==> config.mk <==
export PLATFORM = sky130hd
export DESIGN_NAME = mmcam_pair_fifo
export DESIGN_NICKNAME = d
export VERILOG_FILES = /design/src/rtl/mmcam_pair_fifo.sv
export SDC_FILE = /design/constraint.sdc
export NUM_CORES = 1
export LEC_CHECK = 0
export ABC_AREA = 1
export CAP_MARGIN = 10
export CORE_UTILIZATION = 55
export CTS_CLUSTER_SIZE = 30
export DETAILED_ROUTE_END_ITERATION = 12
export PLACE_DENSITY_LB_ADDON = 0.08
export SLEW_MARGIN = 0
export SYNTH_ARGS = -nofsm -noshare
export SYNTH_HDL_FRONTEND = slang
export SYNTH_SLANG_ARGS = --single-unit
==> constraint.sdc <==
create_clock -name CP -period 3.85 [get_ports CP]
set_input_delay 0.77 -clock CP [delete_from_list [all_inputs] [get_ports CP]]
set_output_delay 0.77 -clock CP [all_outputs]
set_load 0.02 [all_outputs]
==> src/rtl/mmcam_pair_fifo.sv <==
// Operand-pair FIFO behind the MMCAM matching entries: orders a fired pair into
// left/right (or queues a single operand) and hands packets downstream by valid/ready.
module mmcam_pair_fifo #(
  parameter int CGD_W  = 16,
  parameter int DATA_W = 16,
  parameter int DEPTH  = 4
) (
  input  logic                         CP,
  input  logic                         MR,
  input  logic                         in_valid,
  output logic                         in_ready,
  input  logic [CGD_W-1:0]             in_cgd,
  input  logic                         in_lr,
  input  logic [DATA_W-1:0]            in_data,
  input  logic                         in_single,
  input  logic                         match_fire,
  input  logic [DATA_W-1:0]            match_data,
  output logic                         out_valid,
  input  logic                         out_ready,
  output logic [CGD_W-1:0]             out_cgd,
  output logic [DATA_W-1:0]            out_left,
  output logic [DATA_W-1:0]            out_right,
  output logic                         out_single,
  output logic [$clog2(DEPTH+1)-1:0]   count,
  output logic                         proto_err
);

  localparam int PTR_W = $clog2(DEPTH);
  localparam int CNT_W = $clog2(DEPTH + 1);

  logic [CGD_W-1:0]  r_mem_cgd    [DEPTH];
  logic [DATA_W-1:0] r_mem_left   [DEPTH];
  logic [DATA_W-1:0] r_mem_right  [DEPTH];
  logic              r_mem_single [DEPTH];

  logic [PTR_W-1:0]  r_wr_ptr;
  logic [PTR_W-1:0]  r_rd_ptr;
  logic [CNT_W-1:0]  r_count;
  logic              r_proto_err;

  logic              w_accept;
  logic              w_pop;
  logic              w_push;
  logic [DATA_W-1:0] w_push_left;
  logic [DATA_W-1:0] w_push_right;
  logic              w_push_single;
  logic              w_err;

  assign in_ready  = (r_count != CNT_W'(DEPTH));
  assign out_valid = (r_count != '0);
  assign w_accept  = in_valid & in_ready;
  assign w_pop     = out_valid & out_ready;

  // A fire without a token, or a fire on a single-operand token, is an upstream fault.
  assign w_err = (match_fire & ~in_valid) | (match_fire & in_single & w_accept);

  // NOTE: every always_comb output gets a default first so no path leaves it unassigned (no latch).
  always_comb begin
    w_push        = 1'b0;
    w_push_left   = in_data;
    w_push_right  = '0;
    w_push_single = 1'b0;
    if (w_accept) begin
      if (in_single) begin
        w_push        = 1'b1;
        w_push_single = 1'b1;
      end else if (match_fire) begin
        w_push = 1'b1;
        if (in_lr) begin
          w_push_left  = match_data;
          w_push_right = in_data;
        end else begin
          w_push_right = match_data;
        end
      end
    end
  end

  // NOTE: packet storage has no reset; the count and pointers alone decide what is valid.
  always_ff @(posedge CP) begin
    if (w_push) begin
      r_mem_cgd[r_wr_ptr]    <= in_cgd;
      r_mem_left[r_wr_ptr]   <= w_push_left;
      r_mem_right[r_wr_ptr]  <= w_push_right;
      r_mem_single[r_wr_ptr] <= w_push_single;
    end
  end

  // NOTE: state registers use non-blocking assignment so every flop samples pre-edge values.
  always_ff @(posedge CP or posedge MR) begin
    if (MR) begin
      r_wr_ptr    <= '0;
      r_rd_ptr    <= '0;
      r_count     <= '0;
      r_proto_err <= 1'b0;
    end else begin
      if (w_push) r_wr_ptr <= r_wr_ptr + PTR_W'(1);
      if (w_pop)  r_rd_ptr <= r_rd_ptr + PTR_W'(1);
      case ({w_push, w_pop})
        2'b10:   r_count <= r_count + CNT_W'(1);
        2'b01:   r_count <= r_count - CNT_W'(1);
        default: r_count <= r_count;
      endcase
      if (w_err) r_proto_err <= 1'b1;
    end
  end

  // Head fields read as zero while empty, which also gives the zeroed outputs under reset.
  assign out_cgd    = out_valid ? r_mem_cgd[r_rd_ptr]    : '0;
  assign out_left   = out_valid ? r_mem_left[r_rd_ptr]   : '0;
  assign out_right  = out_valid ? r_mem_right[r_rd_ptr]  : '0;
  assign out_single = out_valid ? r_mem_single[r_rd_ptr] : 1'b0;
  assign count      = r_count;
  assign proto_err  = r_proto_err;

endmodule
Signal wires on met4:
Supply wires on this layer in gray.
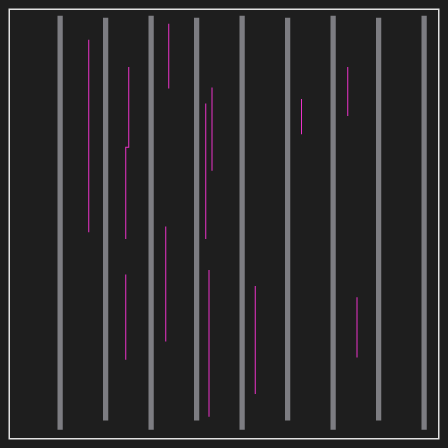
share of all routed wire: 1.8%
longest straight run: 57.1 um
nets with wire on the layer: 10
wire length on this layer: 370 um

Metal 1:
Supply wires on this layer in gray.
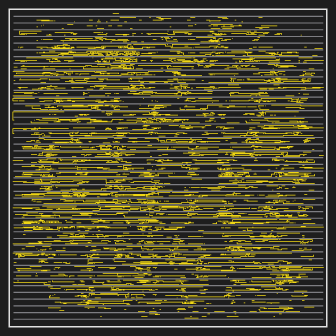
nets with wire on the layer: 837
share of all routed wire: 42%
main direction: horizontal

==> impl_metrics.json <==
{
  "outcome": "complete, no violations",
  "fillers": 1121,
  "postPlaceCellArea_sq_um": 9940,
  "grt.overflow.total": 0,
  "grt_start_max_net_pins": 54,
  "flop_area_sq_um": 6090,
  "endpoint_kind": "primary output",
  "cts_tree": "done",
  "ir_drop_uv": 588,
  "cts_max_level": 1,
  "post-route-cell-area_sq_um": 10600,
  "path_delay_family": "buffers and inverters",
  "dominant_cells": "sequential cells",
  "cp_num_buf_inv": 2,
  "post-cts-setup-buffer-count": 0,
  "die_width_um": 128,
  "nonClkBufAreaFrac": 0.117,
  "setup.worst_path.start_class": "flop",
  "yosysWarnings": 0,
  "clock_buffers": 27,
  "clock-sinks": 204,
  "setup_viol": 0,
  "syn-num-nets": 814,
  "power.leakage_nw": 3.73,
  "nets": 917,
  "slew_violations": 0,
  "die-area_sq_um": 16300,
  "track_usage": 0.254,
  "fp-row-count": 45,
  "area_growth_pct": 22.1,
  "tapCellCount": 211,
  "synthDistinctLibCells": 28,
  "hp-class": "in -> async",
  "die_y_um": 128,
  "placement.io_buffers": 109,
  "relSlewSlack": 0.561,
  "drtPass1Iterations": 5,
  "grt_pass1_vias": 6008,
  "coreArea_sq_um": 15300,
  "critical_path_required_ns": 3.08,
  "nNonClkInverters": 21,
  "comb_cells": 481,
  "antenna_left": 0,
  "fin_cells": 1079,
  "cp_data_arrival_time_ns": 2.93,
  "viasPerCell": 5.64,
  "cts.clk_slew.worst_paths_ns": 0.06,
  "non_clock_buffer_count": 126,
  "worst-path-max-fanout": 52,
  "crit_path_top_delay_cell": "clkdlybuf4s50_1"
}
A small window of the routed layout:
The bar under the picture is 10 um long. Region (49, 49) to (79, 79) um. Cells in gray, sequential cells in the stronger gray; small squares are vias.
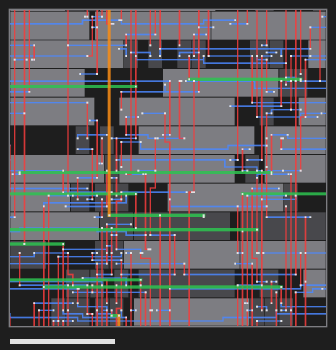
| color | layer |
|---|---|
| blue | met1 |
| red | met2 |
| orange | met4 |
| green | met3 |
netlist names of flops here include: r_mem_left (12), r_mem_right (7)
most frequent: edfxtp_1 (19), nor2_1 (16), nand2_1 (7)
cells with their middle in the window: 54
sequential cells in the window: 19

==> cells in the final DEF (no fill, tap or decap), drive strengths merged <==
master         count
nor2             205
edfxtp           196
clkdlybuf4s50    109
o21ai            100
nand2             79
a21oi             66
clkbuf            27
inv               22
nand4             17
buf               17
dfrtp              8
clkinv             7
nand3              5
ha                 5
xor2               2
xnor2              1
fa                 1
bufinv             1
==> sequential cells by signal (all words and copies together), names as in the netlist <==
signal	cells
count	3
r_mem_left	64
proto_err	1
r_mem_cgd	64
r_mem_single	4
r_wr_ptr	2
r_mem_right	64
r_rd_ptr	2
==> kinds of logic after synthesis <==
logic type | Yosys count | share of synthesized area
and+or+nand+nor | 306 | 0.143
DFF | 204 | 0.701
AOI/OAI and AO/OA | 166 | 0.101
buffers and inverters | 68 | 0.0419
adders and majority gates | 6 | 0.00951
xor gates and xnor gates | 3 | 0.00303
==> cells in the mapped netlist <==
library cell / instances / area [sq um]
nand2_2: 1 / 6.26
nor2_1: 203 / 762
buf_4: 7 / 52.6
nor2_4: 1 / 11.3
o21ai_1: 16 / 80.1
buf_6: 4 / 45.0
xor2_1: 2 / 17.5
nand2_4: 1 / 11.3
o21ai_0: 84 / 420
nand3_1: 5 / 25.0
inv_1: 16 / 60.1
a21oi_2: 10 / 87.6
nor2_8: 1 / 20.0
edfxtp_1: 196 / 5890
dfrtp_1: 8 / 200
nand4_1: 16 / 100
fa_1: 1 / 20.0
a21oi_1: 55 / 275
buf_8: 2 / 30.0
nand2_1: 77 / 289
clkbuf_2: 5 / 25.0
xnor2_1: 1 / 8.76
ha_1: 5 / 62.6
clkbuf_1: 10 / 37.5
buf_2: 19 / 95.1
a21oi_4: 1 / 16.3
nand4_4: 1 / 21.3
inv_2: 5 / 18.8
==> metal layers <==
layer / wire length (um) / GRT usage / vias to the layer above
li1: - / - / 2832
met1: 8300 / 0.337 / 2985
met2: 10100 / 0.445 / 238
met3: 1220 / 0.0342 / 28
met4: 369 / 0.0685 / 0
met5: 0 / 0 / -
==> worst paths after layout <==
| path | from | cells past startpoint | to | slack [ns] |
|---|---|---|---|---|
| max in group asynchronous | MR | 2 | r_rd_ptr[0] | 3.04 |
| min | MR | 2 | count[2] | 0.52 |
| max | r_rd_ptr[0] | 6 | out_cgd[2] | 0.15 |
| max reg2reg | count[0] | 10 | count[2] | 1.65 |
| min reg2reg | r_wr_ptr[0] | 2 | r_wr_ptr[0] | 0.53 |
| min in group CP | r_wr_ptr[0] | 2 | r_wr_ptr[0] | 0.53 |
==> power breakdown <==
part | internal [mW] | switching, mW
clock network | 1.15 | 0.799
registers | 2.83 | 0.142
logic | 1.43 | 2.28
total | 5.41 | 3.23
==> per-stage QoR <==
stage / hold WS (ns) / setup slack [ns] / utilization
2_1_floorplan: 0.492 / 0.160 / -
3_3_place_gp: 0.480 / 0.771 / 0.649
3_5_place_dp: 0.506 / 0.742 / 0.649
4_1_cts: 0.524 / 0.153 / 0.692
5_1_grt: 0.547 / 0.000947 / 0.692
6_report: 0.524 / 0.148 / 0.692
Power figures rest on the tool's default switching activity, not on a simulated workload.
